==> images/final_congestion.png <==
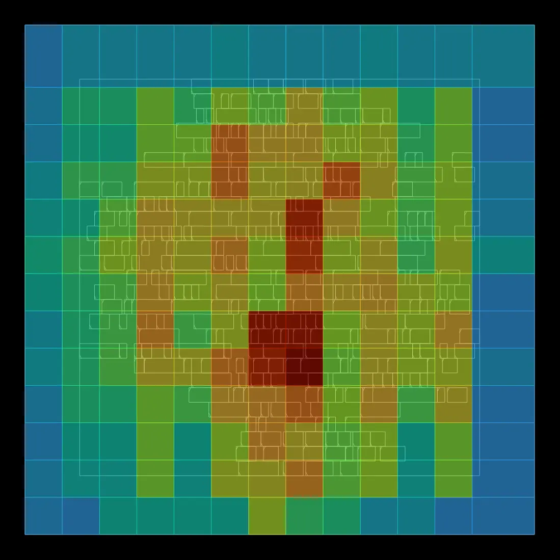
==> images/registers.png <==
Other sequential cells in the stronger gray, the rest of the logic in the fainter gray.
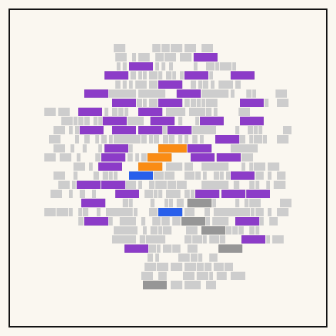
File: config.mk
export PLATFORM = sky130hd
export DESIGN_NAME = nand_addr_seq
export DESIGN_NICKNAME = d
export VERILOG_FILES = /design/src/rtl/nand_addr_seq_pkg.sv /design/src/rtl/nand_addr_seq_we_timer.sv /design/src/rtl/nand_addr_seq.sv
export SDC_FILE = /design/constraint.sdc
export NUM_CORES = 1
export LEC_CHECK = 0
export CAP_MARGIN = 20
export CORE_MARGIN = 10
export CORE_UTILIZATION = 40
export DETAILED_ROUTE_END_ITERATION = 8
export HOLD_SLACK_MARGIN = 0.03
export PLACE_DENSITY = 0.78
export SLEW_MARGIN = 0
export SYNTH_ARGS = -nofsm -noshare
export SYNTH_HDL_FRONTEND = slang
export SYNTH_SLANG_ARGS = --single-unit
export TNS_END_PERCENT = 100
File: constraint.sdc
create_clock -name clk -period 2.3 [get_ports clk]
set_input_delay 0.46 -clock clk [delete_from_list [all_inputs] [get_ports clk]]
set_output_delay 0.46 -clock clk [all_outputs]
set_load 0.03 [all_outputs]
File: src/rtl/nand_addr_seq_pkg.sv
// nand_addr_pkg: shared mode encodings, FSM states and sizing helpers for the NAND address sequencer.
package nand_addr_pkg;
  localparam logic [1:0] MODE_FULL = 2'b00;
  localparam logic [1:0] MODE_COL  = 2'b01;
  localparam logic [1:0] MODE_ROW  = 2'b10;
  localparam logic [1:0] MODE_RSVD = 2'b11;
  localparam int MAX_BYTES = 4;
  typedef enum logic [2:0] {IDLE, SETUP, WE_LO, WE_HI, DONE} state_t;
  function automatic int cnt_w(input int v);
    return v < 2 ? 1 : $clog2(v);
  endfunction
endpackage

File: src/rtl/nand_addr_seq_we_timer.sv
// nand_we_timer: loadable down-counter that flags the last cycle of the WE_LO and WE_HI phases.
module nand_we_timer #(
  parameter int TW = 4
) (
  input  logic          clk,
  input  logic          rst,
  input  logic          load,
  input  logic [TW-1:0] load_val,
  input  logic          lo,
  input  logic          hi,
  output logic          lo_end,
  output logic          hi_end
);
  logic [TW-1:0] cnt;
  always_ff @(posedge clk) begin
    if (rst) cnt <= '0;
    else if (load) cnt <= load_val;
    else if (cnt != '0) cnt <= cnt - 1'b1;
  end
  assign lo_end = lo && cnt == '0;
  assign hi_end = hi && cnt == '0;
endmodule

File: src/rtl/nand_addr_seq.sv
// nand_addr_seq: serialises latched column/row address bytes onto the flash bus with ALE/WE# timing.
// Optional row-range check enabled by defining NAND_ADDR_ROW_CHECK_EN.
module nand_addr_seq
  import nand_addr_pkg::*;
#(
  parameter int          COL_BYTES   = 2,
  parameter int          ROW_BYTES   = 3,
  parameter int          WE_LOW_CYC  = 2,
  parameter int          WE_HIGH_CYC = 2,
  parameter logic [31:0] ROW_MAX     = 32'h00FF_FFFF
) (
  input  logic                   clk,
  input  logic                   rst,
  input  logic                   start,
  input  logic [1:0]             mode,
  input  logic [8*COL_BYTES-1:0] addr_column,
  input  logic [8*ROW_BYTES-1:0] addr_row,
  output logic                   busy,
  output logic                   done,
  output logic                   err,
  output logic                   ale,
  output logic                   we_n,
  output logic [7:0]             addr_data
);
  localparam int N  = COL_BYTES + ROW_BYTES;
  localparam int TW = cnt_w(WE_LOW_CYC > WE_HIGH_CYC ? WE_LOW_CYC : WE_HIGH_CYC);
  state_t state, state_nx;
  logic [16*MAX_BYTES-1:0] cat;
  logic [2:0] idx, last;
  logic bad, accept, load, lo_end, hi_end, active;
  logic [TW-1:0] load_val;
`ifdef NAND_ADDR_ROW_CHECK_EN
  assign bad = mode == MODE_RSVD || (mode != MODE_COL && 32'(addr_row) > ROW_MAX);
`else
  assign bad = mode == MODE_RSVD;
`endif
  assign accept = state == IDLE && start && !bad;
  // Row-only mode starts indexing past the column bytes of the {row,col} image.
  always_ff @(posedge clk) begin
    if (rst) begin
      state <= IDLE;
      err   <= 1'b0;
      idx   <= '0;
      last  <= '0;
      cat   <= '0;
    end else begin
      state <= state_nx;
      err   <= state == IDLE && start && bad;
      if (accept) begin
        cat  <= (16*MAX_BYTES)'({addr_row, addr_column});
        idx  <= mode == MODE_ROW ? 3'(COL_BYTES) : 3'd0;
        last <= mode == MODE_COL ? 3'(COL_BYTES - 1) : 3'(N - 1);
      end else if (hi_end && idx != last) idx <= idx + 3'd1;
    end
  end
  always_comb begin
    state_nx = state;
    load     = 1'b0;
    load_val = TW'(WE_LOW_CYC - 1);
    unique case (state)
      IDLE:  if (accept) state_nx = SETUP;
      SETUP: begin
        state_nx = WE_LO;
        load     = 1'b1;
      end
      WE_LO: if (lo_end) begin
        state_nx = WE_HI;
        load     = 1'b1;
        load_val = TW'(WE_HIGH_CYC - 1);
      end
      WE_HI: if (hi_end) begin
        state_nx = idx == last ? DONE : WE_LO;
        load     = idx != last;
      end
      DONE:    state_nx = IDLE;
      default: state_nx = IDLE;
    endcase
  end
  nand_we_timer #(.TW(TW)) u_timer (
    .clk      (clk),
    .rst      (rst),
    .load     (load),
    .load_val (load_val),
    .lo       (state == WE_LO),
    .hi       (state == WE_HI),
    .lo_end   (lo_end),
    .hi_end   (hi_end)
  );
  assign active    = state == SETUP || state == WE_LO || state == WE_HI;
  assign ale       = active;
  assign we_n      = state != WE_LO;
  assign busy      = state != IDLE;
  assign done      = state == DONE;
  assign addr_data = active ? cat[{idx, 3'b000} +: 8] : 8'h00;
endmodule

==> flow_summary_export.csv <==
group,metric,value,unit
final_timing,rsz0062_at_grt,"no",
synth,synthCells,257,
pwr,top_power_group,"sequential cells",
clocking,clkTransAtPathRegs,0.09,ns
floorplanning,die_w,94.3,um
drt,ant_nets,0,
synth,synth-xor-area-share,1.98,%
synth,ys_sh_mux,8.60,%
critical_path,crit_start,"idx[0]",
cells_and_area,final_cells,384,
final_timing,fin_crit,2.22,ns
pwr,p_clk,0.604,mW
place,place_area,2810,sq um
final_timing,tns,0,ns
synth,post-synth-top-area-cell,"dfxtp_1",
final_timing,relSlewSlack,65.9,%
hold_path,hp-start,"cat[26]",
global_route,grt_max_degree,27,
place,gp_congestion,0.801,
final_timing,min_period_over_period,96.6,%
critical_path,critical-path-max-stage-delay,0.51,ns
synth,synth_area,2210,sq um
clocking,cts_buffers,5,
pwr,leakagePower,1.11,nW
clocking,cts_max_level,2,
floorplanning,row_count,27,
clocking,cts_hold_buf,0,
synth,seq_area_frac_synth,45.3,%
pwr,seqPwrFrac,48.9,%
synth,aoi_share,15.4,%
drt,vias,1923,
pwr,combPwrFrac,20.7,%
critical_path,critical_path.startpoint_type,"flip-flop",
synth,simple_gate_share,20.8,%
pwr,p_sw,0.534,mW
pwr,switching_share,26.9,%
critical_path,crit_arrival,1.76,ns
drt,drc_errors,0,
pwr,ir_drop,0.000288,V
global_route,grt_pass1_vias,1938,
place,hpwl,4.05,mm
pwr,power.density,673,nW/um^2
pwr,finalPower,1.99,mW
synth,ys_chip_area,2210,sq um
hold_path,hold_depth,2,
synth,logic_family,"simple AND/OR/NAND/NOR gates",
floorplanning,die_area,8900,sq um
final_timing,hold_viol_final,0,
synth,ys_cells,257,
final_timing,maxSlewViolCount,0,
critical_path,reg2reg_from,"state[1]",
global_route,antenna_found_initial,0,
cells_and_area,nNetsFinal,358,
clocking,cts_tree,"yes",
final_timing,setup_ws,0.0775,ns
drt,firstDrtPassIters,4,
global_route,grt_pass1_wl,9.44,mm
synth,syn_area_per_cell,8.60,sq um
final_timing,setup_viol,0,
run,warnings,26,
critical_path,reg2reg_slack,0.60,ns
critical_path,crit_buf_inv,2,
clocking,clk_path_buf_depth,2,
critical_path,cp_max_fo,11,
clocking,clock_tree.root_cell,"clkbuf_8",
floorplanning,die_h,94.3,um
clocking,insertion_delay,0.31,ns
cells_and_area,stdcell_area,2950,sq um
floorplanning,fp_util,40.6,%
hold_path,hold_path.class,"reg2reg",
place,pre_cts_slack,0.0188,ns
synth,synth_warnings,0,
drt,drt_iter0_markers,88,
critical_path,endpoint_kind,"output port",
outcome,status,"complete, no violations",
critical_path,worstSetupPathType,"reg2out",
hold_path,hold-path-endpoint,"cat[26]",
cells_and_area,drive_gt1_share,13.5,%
cells_and_area,syn_to_final_growth,33.4,%
global_route,grt-ovfl-total,0,
clocking,tritoncts_num_sinks,50,
run,cap_viol_max_count,0,
floorplanning,ioPinCount,58,
final_timing,holdWs,0.455,ns
place,portBuffers,57,
clocking,post_cts_buffers,0,
critical_path,cp_cell_sequence,"buf_12 > mux4_2 > a22oi_2 > nor2_1 > buf_4",
pwr,comb-power,0.411,mW
Back to the opening pictures, final_congestion.png:
Routed WL per cell: 14.6 um
GR Layer Usage met3: 4.12%
grt met2 use: 21.3%
Util after Layout: 54.2%
All-Layer GR Usage: 13.2%

Back to the opening pictures, registers.png:
| netlist name | color | flops |
|---|---|---|
| idx | orange | 3 |
| last | blue | 2 |
| cat | purple | 40 |
not colored: 5
Reg area: 1000 sq um
Seq/total area: 34.1%
P_seq: 0.971 mW

-- cell usage in the layout, fill, tap and decap left out, drive strengths merged --
| master | synthesis | final |
|---|---|---|
| clkinv | 1 | 2 |
| nor4bb | 1 | 1 |
| clkdlybuf4s50 | 0 | 46 |
| and3 | 1 | 1 |
| mux4 | 8 | 8 |
| a211oi | 1 | 1 |
| dlymetal6s2s | 0 | 1 |
| mux2i | 1 | 1 |
| and2 | 1 | 1 |
| inv | 4 | 4 |
| nor3 | 6 | 6 |
| a41oi | 1 | 1 |
| o311ai | 1 | 1 |
| a21oi | 43 | 43 |
| o31ai | 1 | 1 |
| nand2 | 83 | 83 |
| xor2 | 3 | 3 |
| dlygate4sd2 | 0 | 2 |
| nor2 | 11 | 11 |
| dfxtp | 50 | 50 |
| or4b | 1 | 1 |
| clkbuf | 6 | 5 |
| a21o | 1 | 1 |
| a22oi | 8 | 8 |
| o211ai | 1 | 1 |
| or3 | 2 | 2 |
| or2 | 2 | 2 |
| nand2b | 1 | 1 |
| or3b | 1 | 1 |
| a31oi | 1 | 1 |
| ha | 1 | 1 |
| bufinv | 0 | 1 |
| xnor2 | 2 | 2 |
| buf | 13 | 18 |
-- cells in the mapped netlist --
cell type	count
a21oi_1	42
or2_1	1
buf_6	9
and2_1	1
nor2_1	11
buf_2	3
or3_1	1
dfxtp_1	50
nand2b_1	1
xor2_1	3
clkinv_1	1
o311ai_0	1
clkbuf_1	6
a21oi_4	1
inv_1	4
mux4_2	8
a31oi_1	1
or4b_4	1
nand2_1	83
nor3_1	6
and3_1	1
a41oi_1	1
a211oi_1	1
or2_2	1
ha_1	1
or3_2	1
o31ai_1	1
nor4bb_1	1
o211ai_1	1
mux2i_1	1
or3b_2	1
buf_1	1
xnor2_1	2
a22oi_1	8
a21o_2	1
-- worst max-delay path by stage --
stage	endpoint	slack, ns	cells past startpoint
after floorplan	addr_data[0]	0.18	4
after global placement	addr_data[2]	0.02	5
after detailed placement	addr_data[1]	0.02	5
after CTS	addr_data[6]	0.00002	5
after global routing	addr_data[6]	0.005	5
final	addr_data[6]	0.08	5
-- repair_timing --
action | 4_1_cts | 5_1_grt
endpoints found under the hold margin | 0 | 0
pin swaps | 0 | 0
resized | 4 | 7
setup endpoints to repair | 10 | 9
-- cell type report --
| type | count | area (sq um) |
|---|---|---|
| Fill cell | 508 | 2490 |
| Multi-Input combinational cell | 183 | 1060 |
| Sequential cell | 50 | 1000 |
| Timing Repair Buffer | 67 | 663 |
| Tap cell | 72 | 90.1 |
| Clock buffer | 5 | 68.8 |
| Clock inverter | 2 | 38.8 |
| Inverter | 5 | 18.8 |
-- routing by layer --
layer  GRT usage (%)  wire length, um  part of all wire, %  up-vias
met5               0                0                    0        -
met4            4.43               71                  1.3        0
met3            4.12              340                  6.1        5
met2            21.3             2640                   47       38
met1            16.3             2560                   46      898
li1                -                -                    -      982
-- registers in the layout, indices dropped and copies added, names as in the netlist --
name,cells
idx,3
last,2
cat,40
state,3
err,1
u_timer.cnt,1
-- worst register-to-register path, stage by stage, from the launching register on --
cell	delay, ns
dfxtp_1	0.39
or4b_4	0.61
nand2b_1	0.18
buf_4	0.19
nand2_1	0.09
mux2i_1	0.18
Power and IR drop assume default switching activity.
